run_1/sizing.png
Drawn at 4 px/um.
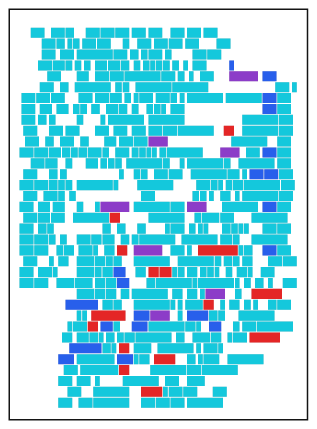
run_1/util_map.png
Drawn at 4 px/um. The die is cut into 7 by 10 equal tiles; dark blue is low, red is high, 0 to 100% covered.
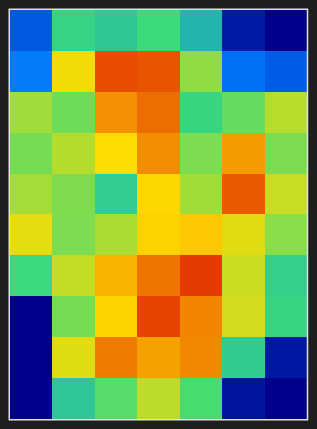
run_1/placed.png
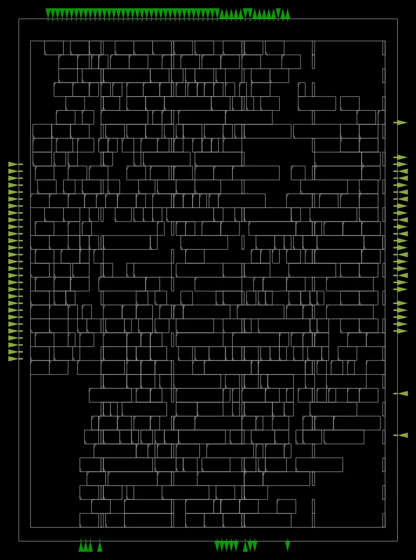
run_1/m1.png
Drawn at 6 px/um. Supply wires on this layer in gray. Cells faint in the background.
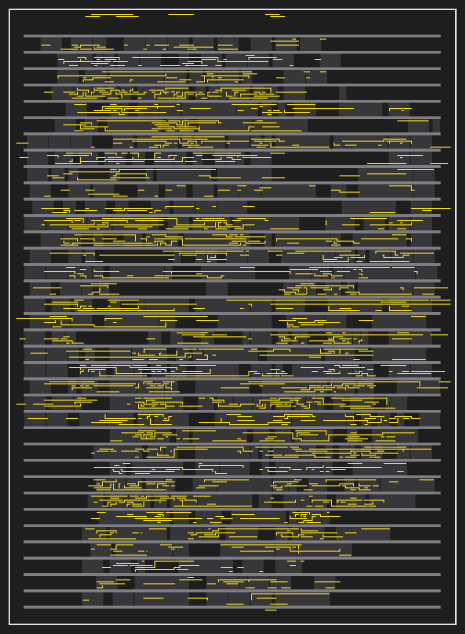
<file path="config.mk">
export PLATFORM = sky130hd
export DESIGN_NAME = alu_scheduler_flat
export DESIGN_NICKNAME = d
export VERILOG_FILES = /design/src/rtl/alu_scheduler_pkg.sv /design/src/rtl/alu_scheduler_if.sv /design/src/rtl/alu_scheduler_rr_arbiter.sv /design/src/rtl/alu_scheduler.sv /design/src/flat_wrapper.sv
export SDC_FILE = /design/constraint.sdc
export NUM_CORES = 1
export LEC_CHECK = 0
export CAP_MARGIN = 30
export CORE_ASPECT_RATIO = 1.4
export CORE_MARGIN = 2
export CORE_UTILIZATION = 44
export CTS_CLUSTER_SIZE = 28
export DETAILED_ROUTE_END_ITERATION = 10
export PLACE_DENSITY = 0.88
export SETUP_SLACK_MARGIN = 0.05
export SYNTH_ARGS = -nofsm -noshare
export SYNTH_HDL_FRONTEND = slang
export SYNTH_HIERARCHICAL = 1
export SYNTH_SLANG_ARGS = --single-unit
</file>
<file path="constraint.sdc">
create_clock -name clock -period 3.6 [get_ports clock]
set_input_delay 0.72 -clock clock [delete_from_list [all_inputs] [get_ports clock]]
set_output_delay 0.72 -clock clock [all_outputs]
set_load 0.1 [all_outputs]
</file>
<file path="src/rtl/alu_scheduler_pkg.sv">
// Shared constants, FSM encoding and op decode for the ALU scheduler.
package alu_scheduler_pkg;

  localparam logic [3:0] ALU_CTRL_NOP = 4'b0000;
  localparam logic [3:0] ALU_CTRL_ADD = 4'b0001;
  localparam logic [3:0] ALU_CTRL_MUL = 4'b0010;

  localparam logic OP_ADD = 1'b0;
  localparam logic OP_MUL = 1'b1;

  localparam int CNT_W = 8;

  typedef enum logic [1:0] {
    ST_IDLE  = 2'd0,
    ST_ISSUE = 2'd1,
    ST_WAIT  = 2'd2,
    ST_RESP  = 2'd3
  } state_t;

  function automatic logic [3:0] op_to_ctrl(input logic op);
    return (op == OP_MUL) ? ALU_CTRL_MUL : ALU_CTRL_ADD;
  endfunction

endpackage

</file>
<file path="src/rtl/alu_scheduler_if.sv">
// Requester and response channels of the ALU scheduler.
// Handshake: a transfer happens on the rising clock edge where valid and ready are both
// high; req_ready is a one-cycle accept pulse, resp_* stay stable while resp_valid waits for resp_ready.
interface alu_scheduler_if #(
  parameter int NUM_REQ = 4,
  parameter int ID_W    = 2
);
  logic [NUM_REQ-1:0]   req_valid;
  logic [NUM_REQ-1:0]   req_op;
  logic [8*NUM_REQ-1:0] req_a;
  logic [8*NUM_REQ-1:0] req_b;
  logic [NUM_REQ-1:0]   req_ready;
  logic                 resp_valid;
  logic                 resp_ready;
  logic [ID_W-1:0]      resp_id;
  logic [7:0]           resp_data;
  logic                 resp_timeout;

  modport master (
    output req_valid, req_op, req_a, req_b, resp_ready,
    input  req_ready, resp_valid, resp_id, resp_data, resp_timeout
  );

  modport slave (
    input  req_valid, req_op, req_a, req_b, resp_ready,
    output req_ready, resp_valid, resp_id, resp_data, resp_timeout
  );
endinterface

</file>
<file path="src/rtl/alu_scheduler_rr_arbiter.sv">
// Combinational round-robin pick: first set request at or after the pointer, wrapping at NUM_REQ.
module rr_arbiter #(
  parameter int NUM_REQ = 4,
  parameter int ID_W    = 2
) (
  input  logic [NUM_REQ-1:0] i_req,
  input  logic [ID_W-1:0]    i_ptr,
  output logic [NUM_REQ-1:0] o_grant,
  output logic [ID_W-1:0]    o_idx,
  output logic               o_any
);
  localparam logic [ID_W:0] N_L = (ID_W+1)'(NUM_REQ);

  logic [ID_W:0]   w_sum;
  logic [ID_W-1:0] w_cand;

  always_comb begin
    o_grant = '0;
    o_idx   = '0;
    o_any   = 1'b0;
    w_sum   = '0;
    w_cand  = '0;
    for (int k = 0; k < NUM_REQ; k++) begin
      w_sum = {1'b0, i_ptr} + (ID_W+1)'(k);
      if (w_sum >= N_L) w_sum = w_sum - N_L;
      w_cand = w_sum[ID_W-1:0];
      if (!o_any && i_req[w_cand]) begin
        o_any           = 1'b1;
        o_idx           = w_cand;
        o_grant[w_cand] = 1'b1;
      end
    end
  end
endmodule

</file>
<file path="src/rtl/alu_scheduler.sv">
// Shares one ALU among NUM_REQ requesters: round-robin grant, one op in flight,
// timeout on the ALU valid flag, single valid/ready response channel.
module alu_scheduler
  import alu_scheduler_pkg::*;
#(
  parameter int NUM_REQ = 4,
  parameter int ID_W    = 2,
  parameter int TIMEOUT = 16
) (
  input  logic               clock,
  input  logic               reset,
  alu_scheduler_if.slave     bus,
  output logic [7:0]         o_alu_a,
  output logic [7:0]         o_alu_b,
  output logic [3:0]         o_alu_ctrl,
  input  logic [7:0]         i_alu_y,
  input  logic               i_alu_valid,
  output state_t             o_state
);
  localparam logic [CNT_W-1:0] TIMEOUT_L = CNT_W'(TIMEOUT);
  localparam logic [ID_W-1:0]  LAST_ID   = ID_W'(NUM_REQ - 1);

  state_t             r_state, w_state_nxt;
  logic [NUM_REQ-1:0] r_req_ready, w_req_ready_nxt;
  logic [7:0]         r_alu_a, w_alu_a_nxt, r_alu_b, w_alu_b_nxt;
  logic [3:0]         r_alu_ctrl, w_alu_ctrl_nxt;
  logic [ID_W-1:0]    r_grant, w_grant_nxt, r_ptr, w_ptr_nxt, r_resp_id, w_resp_id_nxt;
  logic [CNT_W-1:0]   r_cnt, w_cnt_nxt;
  logic               r_resp_valid, w_resp_valid_nxt, r_resp_timeout, w_resp_timeout_nxt;
  logic [7:0]         r_resp_data, w_resp_data_nxt;

  logic [NUM_REQ-1:0] w_arb_grant;
  logic [ID_W-1:0]    w_arb_idx;
  logic               w_arb_any;
  logic [7:0]         w_sel_a, w_sel_b;
  logic               w_sel_op;

  rr_arbiter #(.NUM_REQ(NUM_REQ), .ID_W(ID_W)) u_arb (
    .i_req   (bus.req_valid),
    .i_ptr   (r_ptr),
    .o_grant (w_arb_grant),
    .o_idx   (w_arb_idx),
    .o_any   (w_arb_any)
  );

  always_comb begin
    w_sel_a  = '0;
    w_sel_b  = '0;
    w_sel_op = OP_ADD;
    for (int i = 0; i < NUM_REQ; i++) begin
      if (w_arb_grant[i]) begin
        w_sel_a  = bus.req_a[8*i +: 8];
        w_sel_b  = bus.req_b[8*i +: 8];
        w_sel_op = bus.req_op[i];
      end
    end
  end

  always_comb begin
    w_state_nxt        = r_state;
    w_req_ready_nxt    = '0;
    w_alu_a_nxt        = r_alu_a;
    w_alu_b_nxt        = r_alu_b;
    w_alu_ctrl_nxt     = r_alu_ctrl;
    w_grant_nxt        = r_grant;
    w_ptr_nxt          = r_ptr;
    w_cnt_nxt          = r_cnt;
    w_resp_valid_nxt   = r_resp_valid;
    w_resp_id_nxt      = r_resp_id;
    w_resp_data_nxt    = r_resp_data;
    w_resp_timeout_nxt = r_resp_timeout;
    case (r_state)
      ST_IDLE: begin
        w_alu_ctrl_nxt = ALU_CTRL_NOP;
        if (w_arb_any) begin
          w_req_ready_nxt = w_arb_grant;
          w_alu_a_nxt     = w_sel_a;
          w_alu_b_nxt     = w_sel_b;
          w_alu_ctrl_nxt  = op_to_ctrl(w_sel_op);
          w_grant_nxt     = w_arb_idx;
          w_state_nxt     = ST_ISSUE;
        end
      end
      ST_ISSUE: begin
        // alu_valid is not looked at here: it may still reflect the previous op.
        w_cnt_nxt   = '0;
        w_state_nxt = ST_WAIT;
      end
      ST_WAIT: begin
        w_cnt_nxt = r_cnt + CNT_W'(1);
        if (i_alu_valid) begin
          w_resp_data_nxt    = i_alu_y;
          w_resp_timeout_nxt = 1'b0;
          w_resp_valid_nxt   = 1'b1;
          w_resp_id_nxt      = r_grant;
          w_alu_ctrl_nxt     = ALU_CTRL_NOP;
          w_state_nxt        = ST_RESP;
        end else if (r_cnt + CNT_W'(1) == TIMEOUT_L) begin
          w_resp_data_nxt    = '0;
          w_resp_timeout_nxt = 1'b1;
          w_resp_valid_nxt   = 1'b1;
          w_resp_id_nxt      = r_grant;
          w_alu_ctrl_nxt     = ALU_CTRL_NOP;
          w_state_nxt        = ST_RESP;
        end
      end
      ST_RESP: begin
        if (bus.resp_ready) begin
          w_resp_valid_nxt = 1'b0;
          w_ptr_nxt        = (r_grant == LAST_ID) ? '0 : r_grant + ID_W'(1);
          w_state_nxt      = ST_IDLE;
        end
      end
      default: w_state_nxt = ST_IDLE;
    endcase
  end

  always_ff @(posedge clock or posedge reset) begin
    if (reset) begin
      r_state        <= ST_IDLE;
      r_req_ready    <= '0;
      r_alu_a        <= '0;
      r_alu_b        <= '0;
      r_alu_ctrl     <= ALU_CTRL_NOP;
      r_grant        <= '0;
      r_ptr          <= '0;
      r_cnt          <= '0;
      r_resp_valid   <= 1'b0;
      r_resp_id      <= '0;
      r_resp_data    <= '0;
      r_resp_timeout <= 1'b0;
    end else begin
      r_state        <= w_state_nxt;
      r_req_ready    <= w_req_ready_nxt;
      r_alu_a        <= w_alu_a_nxt;
      r_alu_b        <= w_alu_b_nxt;
      r_alu_ctrl     <= w_alu_ctrl_nxt;
      r_grant        <= w_grant_nxt;
      r_ptr          <= w_ptr_nxt;
      r_cnt          <= w_cnt_nxt;
      r_resp_valid   <= w_resp_valid_nxt;
      r_resp_id      <= w_resp_id_nxt;
      r_resp_data    <= w_resp_data_nxt;
      r_resp_timeout <= w_resp_timeout_nxt;
    end
  end

  assign bus.req_ready    = r_req_ready;
  assign bus.resp_valid   = r_resp_valid;
  assign bus.resp_id      = r_resp_id;
  assign bus.resp_data    = r_resp_data;
  assign bus.resp_timeout = r_resp_timeout;
  assign o_alu_a          = r_alu_a;
  assign o_alu_b          = r_alu_b;
  assign o_alu_ctrl       = r_alu_ctrl;
  assign o_state          = r_state;
endmodule
</file>
<file path="src/flat_wrapper.sv">
// flat-port wrapper written by rule: the top's interface ports become plain ports
module alu_scheduler_flat import alu_scheduler_pkg::*;
#(
  parameter int NUM_REQ = 4,
  parameter int ID_W    = 2,
  parameter int TIMEOUT = 16
)
  (clock, reset, o_alu_a, o_alu_b, o_alu_ctrl, i_alu_y, i_alu_valid, o_state, bus_req_valid, bus_req_op, bus_req_a, bus_req_b, bus_resp_ready, bus_req_ready, bus_resp_valid, bus_resp_id, bus_resp_data, bus_resp_timeout);
  alu_scheduler_if #(.NUM_REQ(NUM_REQ), .ID_W(ID_W)) bus_i ();
  input  logic clock;
  input  logic reset;
  output logic [7:0] o_alu_a;
  output logic [7:0] o_alu_b;
  output logic [3:0] o_alu_ctrl;
  input  logic [7:0] i_alu_y;
  input  logic i_alu_valid;
  output state_t o_state;
  input wire logic [$bits(bus_i.req_valid)-1:0] bus_req_valid;
  input wire logic [$bits(bus_i.req_op)-1:0] bus_req_op;
  input wire logic [$bits(bus_i.req_a)-1:0] bus_req_a;
  input wire logic [$bits(bus_i.req_b)-1:0] bus_req_b;
  input wire logic [$bits(bus_i.resp_ready)-1:0] bus_resp_ready;
  output wire logic [$bits(bus_i.req_ready)-1:0] bus_req_ready;
  output wire logic [$bits(bus_i.resp_valid)-1:0] bus_resp_valid;
  output wire logic [$bits(bus_i.resp_id)-1:0] bus_resp_id;
  output wire logic [$bits(bus_i.resp_data)-1:0] bus_resp_data;
  output wire logic [$bits(bus_i.resp_timeout)-1:0] bus_resp_timeout;
  assign bus_i.req_valid = bus_req_valid;
  assign bus_i.req_op = bus_req_op;
  assign bus_i.req_a = bus_req_a;
  assign bus_i.req_b = bus_req_b;
  assign bus_i.resp_ready = bus_resp_ready;
  assign bus_req_ready = bus_i.req_ready;
  assign bus_resp_valid = bus_i.resp_valid;
  assign bus_resp_id = bus_i.resp_id;
  assign bus_resp_data = bus_i.resp_data;
  assign bus_resp_timeout = bus_i.resp_timeout;
  alu_scheduler #(.NUM_REQ(NUM_REQ), .ID_W(ID_W), .TIMEOUT(TIMEOUT)) u_core (.clock(clock), .reset(reset), .bus(bus_i), .o_alu_a(o_alu_a), .o_alu_b(o_alu_b), .o_alu_ctrl(o_alu_ctrl), .i_alu_y(i_alu_y), .i_alu_valid(i_alu_valid), .o_state(o_state));
endmodule
</file>
==> out/summary.json, run 1 <==
{
  "dpl_cell_area": {"value": 4340, "unit": "sq um"},
  "ys_sh_mux": {"value": 0.0701},
  "async_reset_ff_frac": {"value": 1.00},
  "io_buffer_count": {"value": 119},
  "groute.layer.met2.usage": {"value": 0.389},
  "layout-drive-gt1-share": {"value": 0.0993},
  "clock-sinks": {"value": 48},
  "synthDistinctLibCells": {"value": 51},
  "route.top_layer_used": {"value": "met4"},
  "synth.cellmix.adderShare": {"value": 0.0412},
  "outcome": {"value": "completed"},
  "remaining_drc_errors": {"value": 0},
  "openroad.warnings": {"value": 32},
  "enable_flop_cells": {"value": 0},
  "post-cts-setup-buffer-count": {"value": 0},
  "ys_seq_share": {"value": 0.396},
  "primary_ff_master_synth": {"value": "sky130_fd_sc_hd__dfrtp_1"},
  "final_hold_viol_count": {"value": 0},
  "slowest_stage": {"value": "sky130_fd_sc_hd__mux4_1"},
  "total_gr_overflow": {"value": 0},
  "final-clk-cell-share": {"value": 0.0209},
  "synth_top_area_share": {"value": 0.396},
  "routed_wire_length_per_instance": {"value": 16.1, "unit": "um"},
  "max_clock_freq": {"value": 300, "unit": "MHz"},
  "viasPerCell": {"value": 5.60},
  "slew_violations": {"value": 0},
  "path_max_fanout": {"value": 15},
  "report.final.setup_viol": {"value": 0},
  "compound_area_frac": {"value": 0.256},
  "floorplan.die.height": {"value": 102, "unit": "um"},
  "cp_top_family": {"value": "simple AND/OR/NAND/NOR gates"},
  "clockRootBuffer": {"value": "sky130_fd_sc_hd__clkbuf_8"},
  "fin_skew": {"value": 0.0154, "unit": "ns"},
  "fp_util": {"value": 0.459},
  "boundaryPins": {"value": 122},
  "grt_max_degree": {"value": 37},
  "fp-row-count": {"value": 35},
  "multi_input_combinational_cell_area": {"value": 1680, "unit": "sq um"},
  "met2_wirelength": {"value": 4.55, "unit": "mm"},
  "cts.repair.resized": {"value": 0},
  "dominant-cell-class": {"value": "combinational gates"},
  "critPathArrivalTime": {"value": 3.57, "unit": "ns"},
  "logic_family": {"value": "AND-OR/OR-AND gates"},
  "lay_top_cells": {"value": "sky130_fd_sc_hd__clkdlybuf4s50_1 (119), sky130_fd_sc_hd__dfrtp_1 (48), sky130_fd_sc_hd__a21oi_1 (34), sky130_fd_sc_hd__nor2_1 (22), sky130_fd_sc_hd__nor3_1 (19)"},
  "smallest_setup_slack_after_layout": {"value": 0.270, "unit": "ns"},
  "post_synth_and_or_nand_nor_area_fraction": {"value": 0.180},
  "maxSlewHeadroom": {"value": 0.313},
  "chipWidth": {"value": 74.2, "unit": "um"},
  "dpl.cell_count": {"value": 517}
}
Notes on sizing.png above:
[x1 and smaller] cyan | cells: 390 | share: 90%
[x2] blue | cells: 20 | share: 4.6%
[x6 and larger] purple | cells: 8 | share: 1.8%
[x3 and x4] red | cells: 15 | share: 3.5%

Notes on util_map.png above:
nearly empty tiles: 7.1%
mean over tiles: 57%
fullest tile: 93%
tiles over 75% full: 27%

Notes on placed.png above:
placeable core area: 6610 sq um
num tapcells: 92
Flop Count: 48

Notes on m1.png above:
nets with wire on the layer: 459
wire length on this layer: 3300 um
longest straight run: 33.6 um
main direction: horizontal
share of all routed wire: 39%
via count: 2941
WL final: 8.47 mm
fraction of met1 tracks used by global routing: 0.268

-- run 1: worst paths after layout --
| path | start | to | slack (ns) | cells past startpoint |
|---|---|---|---|---|
| worst min-delay path | u_core/bus.resp_data[0] | u_core/bus.resp_data[0] | 0.50 | 1 |
| worst min register to register | u_core/bus.resp_data[0] | u_core/bus.resp_data[0] | 0.50 | 1 |
| worst max register to register | u_core/r_ptr[1] | u_core/o_alu_b[7] | 0.35 | 12 |
| min in group asynchronous | reset | u_core/bus.resp_data[7] | 0.67 | 2 |
| max in group asynchronous | reset | u_core/bus.req_ready[0] | 2.45 | 3 |
| worst max-delay path | bus_req_valid[3] | u_core/o_alu_b[7] | 0.27 | 11 |
==> run 2: changes to the inputs <==
--- a/config.mk
+++ b/config.mk
@@ -13,6 +13,7 @@
 export DETAILED_ROUTE_END_ITERATION = 10
 export PLACE_DENSITY = 0.88
 export SETUP_SLACK_MARGIN = 0.05
+export SLEW_MARGIN = 15
 export SYNTH_ARGS = -nofsm -noshare
 export SYNTH_HDL_FRONTEND = slang
 export SYNTH_HIERARCHICAL = 1
run_2/port_trees.png
Drawn at 4 px/um.
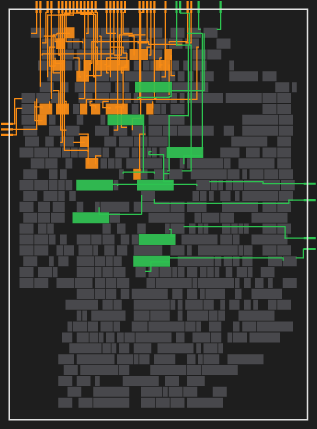
[bus_req_b] orange | direction: input | end cells: 24 | buffers: 32 | wire: 851 um
[o_alu_a] green | direction: output | end cells: 8 | buffers: 8 | wire: 393 um

==> out/summary.json, run 2 <==
{
  "groute.layer.met2.usage": {"value": 0.389, "change": "unchanged"},
  "smallest_setup_slack_after_layout": {"value": 0.270, "unit": "ns", "change": "unchanged"},
  "layout-drive-gt1-share": {"value": 0.0993, "change": "unchanged"},
  "cp_top_family": {"value": "simple AND/OR/NAND/NOR gates"},
  "synth_top_area_share": {"value": 0.396, "change": "unchanged"},
  "dpl.cell_count": {"value": 517, "change": "unchanged"},
  "total_gr_overflow": {"value": 0, "change": "unchanged"},
  "multi_input_combinational_cell_area": {"value": 1680, "unit": "sq um", "change": "unchanged"},
  "fp.coreArea": {"value": 6610, "unit": "sq um", "change": "unchanged"},
  "logic_family": {"value": "AND-OR/OR-AND gates"},
  "maxSlewHeadroom": {"value": 0.313, "change": "unchanged"},
  "chipWidth": {"value": 74.2, "unit": "um", "change": "unchanged"},
  "async_reset_ff_frac": {"value": 1.00, "change": "unchanged"},
  "seq_cell_count": {"value": 48, "change": "unchanged"},
  "outcome": {"value": "completed"},
  "critical_path.endpoint": {"value": "u_core/o_alu_b[7]"},
  "clockRootBuffer": {"value": "sky130_fd_sc_hd__clkbuf_8"},
  "ys_seq_share": {"value": 0.396, "change": "unchanged"},
  "grt_setup_unrepaired": {"value": "no"},
  "report.final.setup_viol": {"value": 0, "change": "unchanged"},
  "openroad.warnings": {"value": 32, "change": "unchanged"},
  "cts_inserted_buffers": {"value": 5},
  "worstPathBufferInverterCount": {"value": 2},
  "path_max_fanout": {"value": 15, "change": "unchanged"},
  "num_vias": {"value": 2941, "change": "unchanged"},
  "dominant-cell-class": {"value": "combinational gates"},
  "remaining_drc_errors": {"value": 0, "change": "unchanged"},
  "cp-start-kind": {"value": "primary input"},
  "timing.rr.start": {"value": "u_core/r_ptr[1]"},
  "synthDistinctLibCells": {"value": 51, "change": "unchanged"},
  "post-cts-setup-buffer-count": {"value": 0, "change": "unchanged"},
  "route.top_layer_used": {"value": "met4"},
  "crit_cells": {"value": 11, "change": "unchanged"},
  "worst_r2r_endpoint": {"value": "u_core/o_alu_b[7]"},
  "cts.repair.resized": {"value": 0, "change": "unchanged"},
  "final_hold_viol_count": {"value": 0, "change": "unchanged"},
  "lay_top_cells": {"value": "sky130_fd_sc_hd__clkdlybuf4s50_1 (119), sky130_fd_sc_hd__dfrtp_1 (48), sky130_fd_sc_hd__a21oi_1 (34), sky130_fd_sc_hd__nor2_1 (22), sky130_fd_sc_hd__nor3_1 (19)"},
  "grt_max_degree": {"value": 37, "change": "unchanged"},
  "critPathArrivalTime": {"value": 3.57, "unit": "ns", "change": "about the same"},
  "gr-usage-met1": {"value": 0.268, "change": "unchanged"},
  "io_buffer_count": {"value": 119, "change": "unchanged"},
  "primary_ff_master_synth": {"value": "sky130_fd_sc_hd__dfrtp_1"},
  "final-clk-cell-share": {"value": 0.0209, "change": "unchanged"},
  "slew_violations": {"value": 0, "change": "unchanged"},
  "boundaryPins": {"value": 122, "change": "unchanged"},
  "ys_sh_mux": {"value": 0.0701, "change": "unchanged"},
  "viasPerCell": {"value": 5.60, "change": "unchanged"},
  "enable_flop_cells": {"value": 0, "change": "unchanged"},
  "timing.reg2reg.worst_path_depth": {"value": 12, "change": "unchanged"},
  "floorplan.die.height": {"value": 102, "unit": "um", "change": "unchanged"},
  "r2r_slack": {"value": 0.35, "unit": "ns", "change": "about the same"},
  "detail_route.wirelength": {"value": 8.47, "unit": "mm", "change": "unchanged"},
  "clock-sinks": {"value": 48, "change": "unchanged"},
  "post_synth_and_or_nand_nor_area_fraction": {"value": 0.180, "change": "unchanged"},
  "n_tap_cell": {"value": 92, "change": "unchanged"},
  "met2_wirelength": {"value": 4.55, "unit": "mm", "change": "unchanged"},
  "dpl_cell_area": {"value": 4340, "unit": "sq um", "change": "unchanged"},
  "routed_wire_length_per_instance": {"value": 16.1, "unit": "um", "change": "unchanged"},
  "max_clock_freq": {"value": 300, "unit": "MHz", "change": "unchanged"},
  "fp_util": {"value": 0.459, "change": "unchanged"},
  "compound_area_frac": {"value": 0.256, "change": "unchanged"}
}
-- run 2: cell counts after synthesis --
No cell type changed its count.
-- run 2: worst min-delay path by stage --
stage	from	end	slack, ns	cells after the start
6_report	u_core/bus.resp_data[0]	u_core/bus.resp_data[0]	0.50	1
5_1_grt	u_core/bus.resp_data[0]	u_core/bus.resp_data[0]	0.51	1
4_1_cts	u_core/bus.resp_data[0]	u_core/bus.resp_data[0]	0.51	1
3_5_place_dp	u_core/bus.resp_data[3]	u_core/bus.resp_data[3]	0.48	1
3_3_place_gp	u_core/bus.resp_timeout	u_core/bus.resp_timeout	0.48	2
2_1_floorplan	u_core/r_grant[0]	u_core/r_ptr[0]	0.48	1
